### Sizing map, run 1

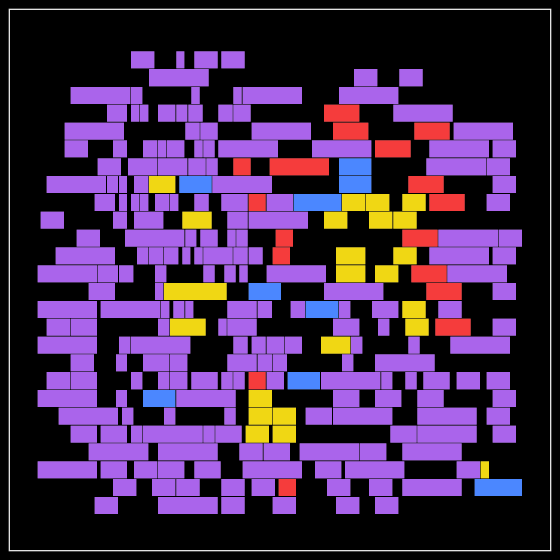
### Metal 1, run 1

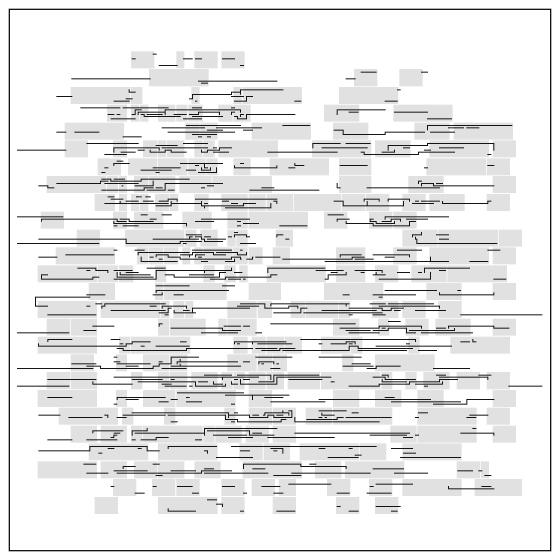
### Placement density heat map, run 1

Scale bar: 20 um. The die is cut into 8 by 8 equal tiles; dark blue is low, red is high, 0 to 100% covered.
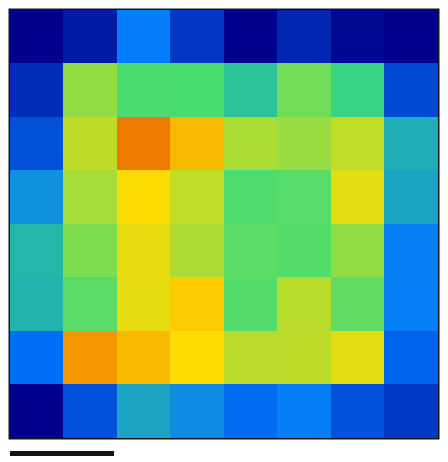
**config.mk**
```make
export PLATFORM = sky130hd
export DESIGN_NAME = freq_shift_reader
export DESIGN_NICKNAME = d
export VERILOG_FILES = /design/src/rtl/freq_pkg.sv /design/src/rtl/freq_phase_timer.sv /design/src/rtl/freq_shift_reader.sv
export SDC_FILE = /design/constraint.sdc
export NUM_CORES = 1
export LEC_CHECK = 0
export CAP_MARGIN = 20
export CORE_MARGIN = 4
export CORE_UTILIZATION = 45
export CTS_CLUSTER_DIAMETER = 80
export DETAILED_ROUTE_END_ITERATION = 8
export HOLD_SLACK_MARGIN = 0.02
export MAX_ROUTING_LAYER = met4
export PLACE_DENSITY = 0.68
export SLEW_MARGIN = 20
export SYNTH_ARGS = -nofsm -noshare
export SYNTH_HDL_FRONTEND = slang
export SYNTH_SLANG_ARGS = --single-unit
```
**constraint.sdc**
```tcl
create_clock -name CLOCK -period 2 [get_ports CLOCK]
set_clock_uncertainty 0.05 [all_clocks]
set_input_delay 0.4 -clock CLOCK [delete_from_list [all_inputs] [get_ports CLOCK]]
set_output_delay 0.4 -clock CLOCK [all_outputs]
set_load 0.03 [all_outputs]
```
**src/rtl/freq_pkg.sv**
```systemverilog
`default_nettype none
// +----------------------------------------------------------------------------+
// | freq_pkg                                                                   |
// | Shared state encoding and default constants for the frequency reader.      |
// | Revision: 1.0                                                              |
// +----------------------------------------------------------------------------+
package freq_pkg;

  localparam int FREQ_WORD_W      = 32;
  localparam int FREQ_RST_CYCLES  = 4;
  localparam int FREQ_HALF_PERIOD = 4;

  typedef enum logic [2:0] {
    IDLE = 3'd0,
    RST  = 3'd1,
    LOW  = 3'd2,
    HIGH = 3'd3,
    HOLD = 3'd4
  } freqState_t;

endpackage
`default_nettype wire

```
**src/rtl/freq_phase_timer.sv**
```systemverilog
`default_nettype none
// +----------------------------------------------------------------------------+
// | freq_phase_timer                                                           |
// | Loadable down-counter; done is high during the last cycle of a phase.      |
// | Revision: 1.0                                                              |
// +----------------------------------------------------------------------------+
module freq_phase_timer #(
  parameter int WIDTH = 4
) (
  input  logic             CLOCK,
  input  logic             reset,
  input  logic             load,
  input  logic [WIDTH-1:0] loadValue,
  output logic             done
);

  logic [WIDTH-1:0] r_count;

  // A phase loaded with N lasts N cycles: the count walks N..1, done on 1.
  always_ff @(posedge CLOCK or posedge reset) begin
    if (reset) begin
      r_count <= '0;
    end else if (load) begin
      r_count <= loadValue;
    end else if (r_count != '0) begin
      r_count <= r_count - 1'b1;
    end
  end

  assign done = (r_count == WIDTH'(1));

endmodule
`default_nettype wire

```
**src/rtl/freq_shift_reader.sv**
```systemverilog
`default_nettype none
// +----------------------------------------------------------------------------+
// | freq_shift_reader                                                          |
// | Captures the counter stage and shifts its word in LSB first.               |
// | Optional macro FREQ_READER_AUTO_EN adds a periodic internal trigger.       |
// | Revision: 1.0                                                              |
// +----------------------------------------------------------------------------+
module freq_shift_reader
  import freq_pkg::*;
#(
  parameter int WORD_W        = FREQ_WORD_W,
  parameter int RST_CYCLES    = FREQ_RST_CYCLES,
  parameter int HALF_PERIOD   = FREQ_HALF_PERIOD,
  parameter int AUTO_INTERVAL = 40000000
) (
  input  logic              CLOCK,
  input  logic              reset,
  input  logic              start,
  input  logic              valueIn,
  output logic              shiftRst,
  output logic              shiftClk,
  output logic [WORD_W-1:0] data,
  output logic              data_valid,
  input  logic              data_ready,
  output logic              busy
);

  localparam int c_idxW     = $clog2(WORD_W);
  localparam int c_timerMax = (RST_CYCLES > HALF_PERIOD) ? RST_CYCLES : HALF_PERIOD;
  localparam int c_timerW   = $clog2(c_timerMax + 1);

  localparam logic [c_idxW-1:0]   c_lastIdx  = c_idxW'(WORD_W - 1);
  localparam logic [c_timerW-1:0] c_rstLoad  = c_timerW'(RST_CYCLES);
  localparam logic [c_timerW-1:0] c_halfLoad = c_timerW'(HALF_PERIOD);

  freqState_t          r_state;
  logic [c_idxW-1:0]   r_bitIdx;
  logic                w_trigger;
  logic                w_phaseDone;
  logic                w_timerLoad;
  logic [c_timerW-1:0] w_timerValue;

`ifdef FREQ_READER_AUTO_EN
  localparam int c_autoW = (AUTO_INTERVAL > 1) ? $clog2(AUTO_INTERVAL) : 1;
  localparam logic [c_autoW-1:0] c_autoLast = c_autoW'(AUTO_INTERVAL - 1);

  logic [c_autoW-1:0] r_autoCnt;
  logic               w_autoPulse;

  // Free-running; a pulse landing outside IDLE is simply lost.
  always_ff @(posedge CLOCK or posedge reset) begin
    if (reset) begin
      r_autoCnt <= '0;
    end else if (w_autoPulse) begin
      r_autoCnt <= '0;
    end else begin
      r_autoCnt <= r_autoCnt + 1'b1;
    end
  end

  assign w_autoPulse = (r_autoCnt == c_autoLast);
  assign w_trigger   = start | w_autoPulse;
`else
  logic w_unusedAuto;
  assign w_unusedAuto = (AUTO_INTERVAL != 0);
  assign w_trigger    = start;
`endif

  freq_phase_timer #(
    .WIDTH (c_timerW)
  ) u_phaseTimer (
    .CLOCK     (CLOCK),
    .reset     (reset),
    .load      (w_timerLoad),
    .loadValue (w_timerValue),
    .done      (w_phaseDone)
  );

  // Reload on every phase entry; nothing is loaded when heading into HOLD.
  always_comb begin
    w_timerLoad  = 1'b0;
    w_timerValue = c_halfLoad;
    case (r_state)
      IDLE: begin
        w_timerLoad  = w_trigger;
        w_timerValue = c_rstLoad;
      end
      RST, HIGH: w_timerLoad = w_phaseDone;
      LOW:       w_timerLoad = w_phaseDone && (r_bitIdx != c_lastIdx);
      default:   w_timerLoad = 1'b0;
    endcase
  end

  always_ff @(posedge CLOCK or posedge reset) begin
    if (reset) begin
      r_state    <= IDLE;
      r_bitIdx   <= '0;
      shiftRst   <= 1'b0;
      shiftClk   <= 1'b0;
      data       <= '0;
      data_valid <= 1'b0;
      busy       <= 1'b0;
    end else begin
      case (r_state)
        IDLE: begin
          if (w_trigger) begin
            r_state  <= RST;
            shiftRst <= 1'b1;
            busy     <= 1'b1;
          end
        end
        RST: begin
          if (w_phaseDone) begin
            r_state  <= LOW;
            shiftRst <= 1'b0;
            r_bitIdx <= '0;
          end
        end
        LOW: begin
          if (w_phaseDone) begin
            data[r_bitIdx] <= valueIn;
            if (r_bitIdx == c_lastIdx) begin
              r_state    <= HOLD;
              data_valid <= 1'b1;
            end else begin
              r_state  <= HIGH;
              shiftClk <= 1'b1;
            end
          end
        end
        HIGH: begin
          if (w_phaseDone) begin
            r_state  <= LOW;
            shiftClk <= 1'b0;
            r_bitIdx <= r_bitIdx + 1'b1;
          end
        end
        HOLD: begin
          if (data_ready) begin
            r_state    <= IDLE;
            data_valid <= 1'b0;
            busy       <= 1'b0;
          end
        end
        default: begin
          r_state <= IDLE;
        end
      endcase
    end
  end

endmodule
`default_nettype wire

```
==> flow_summary.yaml, run 1 <==
# generated from flow reports
outcome:
  outcome: "finished clean"
grt:
  grtUsageMet2_pct: 25.6
  grt-ovfl-total: 0
  grt_pass1_wl_um: 8310
  antenna_found_initial: 0
drt:
  vias: 1697
  avgViaCountPerCell: 5.24
setup_path:
  r2r_slack_ns: 0.10
  cp.required_ns: 2.13
  crit-reg2reg-launch: "r_bitIdx[1]"
  critical_path.slowest_cell: "dfrtp_1"
  critPathTopFamily: "simple AND/OR/NAND/NOR gates"
clock_network:
  cts.sinks: 47
run:
  tool_warnings: 31
placed_design:
  gp_congestion: 0.832
  port_buffers: 40
  dpl_cell_area_um2: 2980
logic_synthesis:
  ff_type: "dfrtp_1"
  edf_count: 0
  ys_types: 37
  yosys-stat-cells: 214
  avgSynthCellArea_um2: 11.6
timing:
  slew_headroom_pct: 63.8
  fmax_mhz: 527
power:
  switching_share_pct: 35.9
  power_density_nw_per_um2: 950
hold_path:
  hold_path_class: "input pin to async pin"
Notes on 'Sizing map' above:
Key: drive 6 and up = blue [cells 9]; drive 2 = yellow [cells 23]; drive 3 to 4 = red [cells 17]; drive 1 or less = purple [cells 205]

Notes on 'Metal 1' above:
237 nets have wire on it. The wires run mostly horizontal.

Notes on 'Placement density heat map' above:
7.8% of the tiles are nearly empty. 7.8% of the tiles are over 75% full. The mean over all tiles is 44%. The densest ninth of the die: middle. The fullest tile reaches 86%.

run 1: kinds of logic after synthesis:
kind of cell | synth area share, %
buffers and inverters | 5.12
and+or+nand+nor | 22.0
adders and majority gates | 4.02
DFF | 47.2
xor gates and xnor gates | 0.352
muxes | 16.4
AOI/OAI and AO/OA | 4.87
run 1: layout make-up:
type | count | area [um2]
Tap cell | 70 | 87.6
Clock buffer | 8 | 100
Multi-Input combinational cell | 144 | 1220
Sequential cell | 47 | 1180
Timing Repair Buffer | 48 | 485
Inverter | 7 | 26.3
Fill cell | 445 | 2140
run 1: worst max path at each step:
stage                              endpoint  slack (ns)  cells after the start
floorplan                           data[4]        0.25                      7
finish              u_phaseTimer.r_count[2]        0.10                      6
detailed placement               r_state[0]        0.05                      6
CTS                              r_state[0]        0.02                      6
global placement                 r_state[0]        0.03                      6
global route                        data[0]      -0.004                      6
run 1: synthesized netlist by cell type (2+ instances only):
master     number
dfrtp_1        47
mux2_1         22
nor3_1         15
mux2_4         10
nand3_1        10
nand3_2        10
ha_1            8
nand2_1         8
clkbuf_1        7
inv_1           7
nand2b_1        7
nor2b_1         7
o21ai_0         7
buf_2           5
nor2_1          5
nand3b_1        4
a31oi_1         3
nor3_2          3
nor3b_1         3
nor3b_2         3
a211oi_1        2
a21oi_1         2
and2b_1         2
and3_1          2
buf_6           2
nand4bb_1       2
run 1: registers in the layout (all words and copies together), names as in the netlist:
name,cells
data,32
r_state,3
r_bitIdx,5
data_valid,1
u_phaseTimer.r_count,3
shiftRst,1
shiftClk,1
busy,1
run 1: worst reg2reg max path: stages, from the launching register on:
cell and delay, ns:
dfrtp_1 0.42, ha_2 0.25, and3_1 0.17, ha_1 0.24
nor2b_1 0.09, o21a_1 0.20, or3_1 0.35
run 1: stage by stage:
step / setup WS [ns] / utilization [%] / cells / power [uW] / hold WS [ns]
2_1_floorplan: 0.245 / - / 214 / 2000 / 0.461
6_report: 0.103 / 59.1 / 324 / 2940 / 0.397
5_1_grt: -0.00429 / 59.1 / 324 / 3150 / 0.407
4_1_cts: 0.0241 / 58.8 / 324 / 2960 / 0.403
3_3_place_gp: 0.0275 / 56.9 / 316 / 2300 / 0.418
3_5_place_dp: 0.0489 / 56.9 / 316 / 2330 / 0.425
run 1: metal layers:
layer | part of all wire [%] | vias to the layer above
met2 | 46 | 27
met4 | 1.5 | 0
met3 | 3.3 | 7
li1 | - | 834
met1 | 49 | 829
met5 | 0 | -
run 1: cells in the final DEF (no fill, tap or decap), types with 3 or more instances in the layout:
cell type / n
dfrtp_1: 46
clkdlybuf4s50_1: 40
mux2_1: 22
nor3_1: 13
nand3_1: 10
nand3_2: 10
mux2_4: 10
nand2_1: 8
nand2b_1: 7
nor2b_1: 7
o21ai_0: 7
ha_1: 7
clkbuf_8: 7
inv_1: 6
buf_4: 6
nor3_2: 5
nor2_1: 5
nor3b_2: 4
nand3b_1: 4
a31oi_1: 3
run 1: power by group through the flow:
stage / combinational, uW / clock [uW] / sequential [uW]
final: 1090 / 623 / 1230
after CTS: 1080 / 647 / 1230
after detailed placement: 1080 / 0 / 1250
after global placement: 1060 / 0 / 1240
after global routing: 1200 / 690 / 1260
after floorplan: 691 / 0 / 1300
==> run 2, diff against run 1 <==
--- a/config.mk
+++ b/config.mk
@@ -13,6 +13,7 @@
 export HOLD_SLACK_MARGIN = 0.02
 export MAX_ROUTING_LAYER = met4
 export PLACE_DENSITY = 0.68
+export SETUP_SLACK_MARGIN = 0.3
 export SLEW_MARGIN = 20
 export SYNTH_ARGS = -nofsm -noshare
 export SYNTH_HDL_FRONTEND = slang
==> run 2 against run 1 <==
Net effect:
- largest cell class unchanged
- critical path depth shrank 2
- cell area up 7.1%
- critical path type unchanged
- combinational power rose by about 20%
- utilization increased by 4.2 points
- setup slack better by 0.13 ns
- cell count increased by 2.5%
- clock power up 15%
==> flow_summary.yaml, run 2 <==
# generated from flow reports
outcome:
  outcome: "finished clean"
final_layout:
  layout.cells.non_filler: 332
  largest_register_ffs: 32
  top_register: "data"
  reg.largest.list: "data x32, r_bitIdx x5"
logic_synthesis:
  top_cell: "dfrtp_1"
  yosys-stat-cells: 214
  top_cells_by_count: "dfrtp_1 (47), mux2_1 (22), nor3_1 (15)"
  avgSynthCellArea_um2: 11.6
  edf_count: 0
  ys_types: 37
grt:
  grt-ovfl-total: 0
placed_design:
  gp_congestion: 0.798
  port_buffers: 40
setup_path:
  cp.required_ns: 2.14
  critical_path.slowest_cell: "nor3b_2"
  crit-reg2reg-launch: "r_bitIdx[3]"
clock_network:
  cts.sinks: 47
hold_path:
  hold_path_class: "input pin to async pin"
timing:
  holdWs_ns: 0.343
  slew_headroom_pct: 53.5
drt:
  avgViaCountPerCell: 5.21
power:
  power_density_nw_per_um2: 990
[run 2: netlist changes by cell type in the layout (fill, tap and decap cells not counted), moves of 3 or more]
cell / change
dfrtp_2: +5
clkdlybuf4s50_1: -36
dlygate4sd2_1: +36
buf_6: +3
dfrtp_1: -5
nand3_4: +6
buf_4: +4
mux2_1: -3
nand3_2: -5
nor3_2: +4
nor3_1: -4
[run 2: cells by family after synthesis]
logic type      share of synthesized area, %
xor+xnor                               0.352
buf+inv                                 5.12
fa+ha+maj                               4.02
simple gates                            22.0
flops                                   47.2
compound gates                          4.87
mux                                     16.4
[run 2: worst paths after layout]
path,to,slack (ns)
max,data[10],0.23
min,data[1],0.34
max reg2reg,data[10],0.23
min reg2reg,data[31],0.43
max in group asynchronous,r_state[2],1.06
min in group CLOCK,data[31],0.43
[run 2: metrics by stage]
stage                     utilization, %  setup WS [ns]  area [um2]  total power, uW
final                               63.3          0.233        3320             3280
after floorplan                        -          0.293        2500             2000
after CTS                           59.4          0.296        3110             3060
after global routing                63.3          0.177        3320             3500
after global placement              56.8          0.206        2970             2290
after detailed placement            56.8          0.152        2970             2310
[run 2: layout make-up]
cell class	instances	area, um2
tap	70	87.6
fill	433	1920
timing repair buffer	56	529
clock inverter	2	35.0
multi-input combinational	144	1370
inverter	7	26.3
sequential	47	1180
clock buffer	6	82.6
[run 2: routing by layer]
metal	track usage, %	up-vias	wire length [um]
met2	25.8	32	2540
li1	-	849	-
met1	21.5	844	2390
met5	-	-	0
met3	3.90	6	202
met4	4.32	0	53
[run 2: critical path, delay by kind of cell, from the launching register on]
kind	cells	cell delay (ns)
mux	1	0.31
flops	1	0.44
buf+inv	1	0.14
simple gates	2	0.72
[run 2: repair_timing]
item,4_1_cts,5_1_grt
setup buffers,2,5
endpoints found under the setup margin,74,41
gates resized,47,32
gates cloned,0,2
pin swaps,0,3
[run 2: where the power goes]
| group | switching (uW) | internal, uW |
|---|---|---|
| clock network | 315 | 405 |
| logic | 705 | 589 |
| registers | 176 | 1090 |
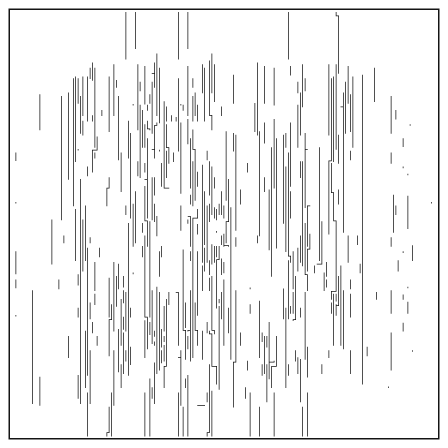
*The metal 2 layer, run 2*
The layer holds 49% of the routed length. The wires run mostly vertical. The longest straight run is 59.5 um. 236 nets have wire on it.

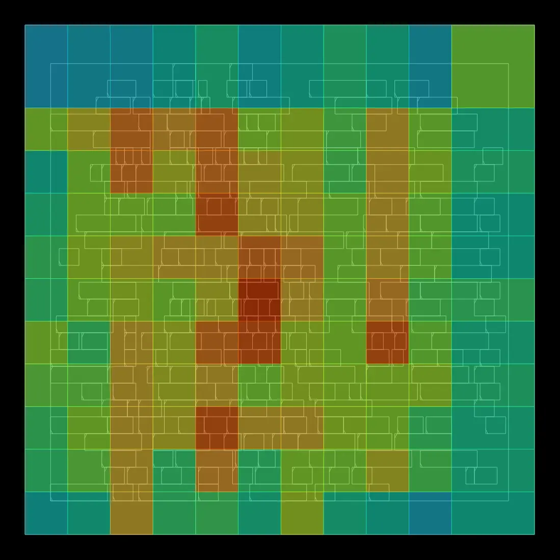
*Congestion heat map, run 2*
M1 GR Usage: 21.5%
busiest grt layer: met2
grt met3 use: 3.90%
Global Route Usage Sum: 16.5%
Final Core Density: 63.3%

Power is estimated from default activity; no workload was simulated.
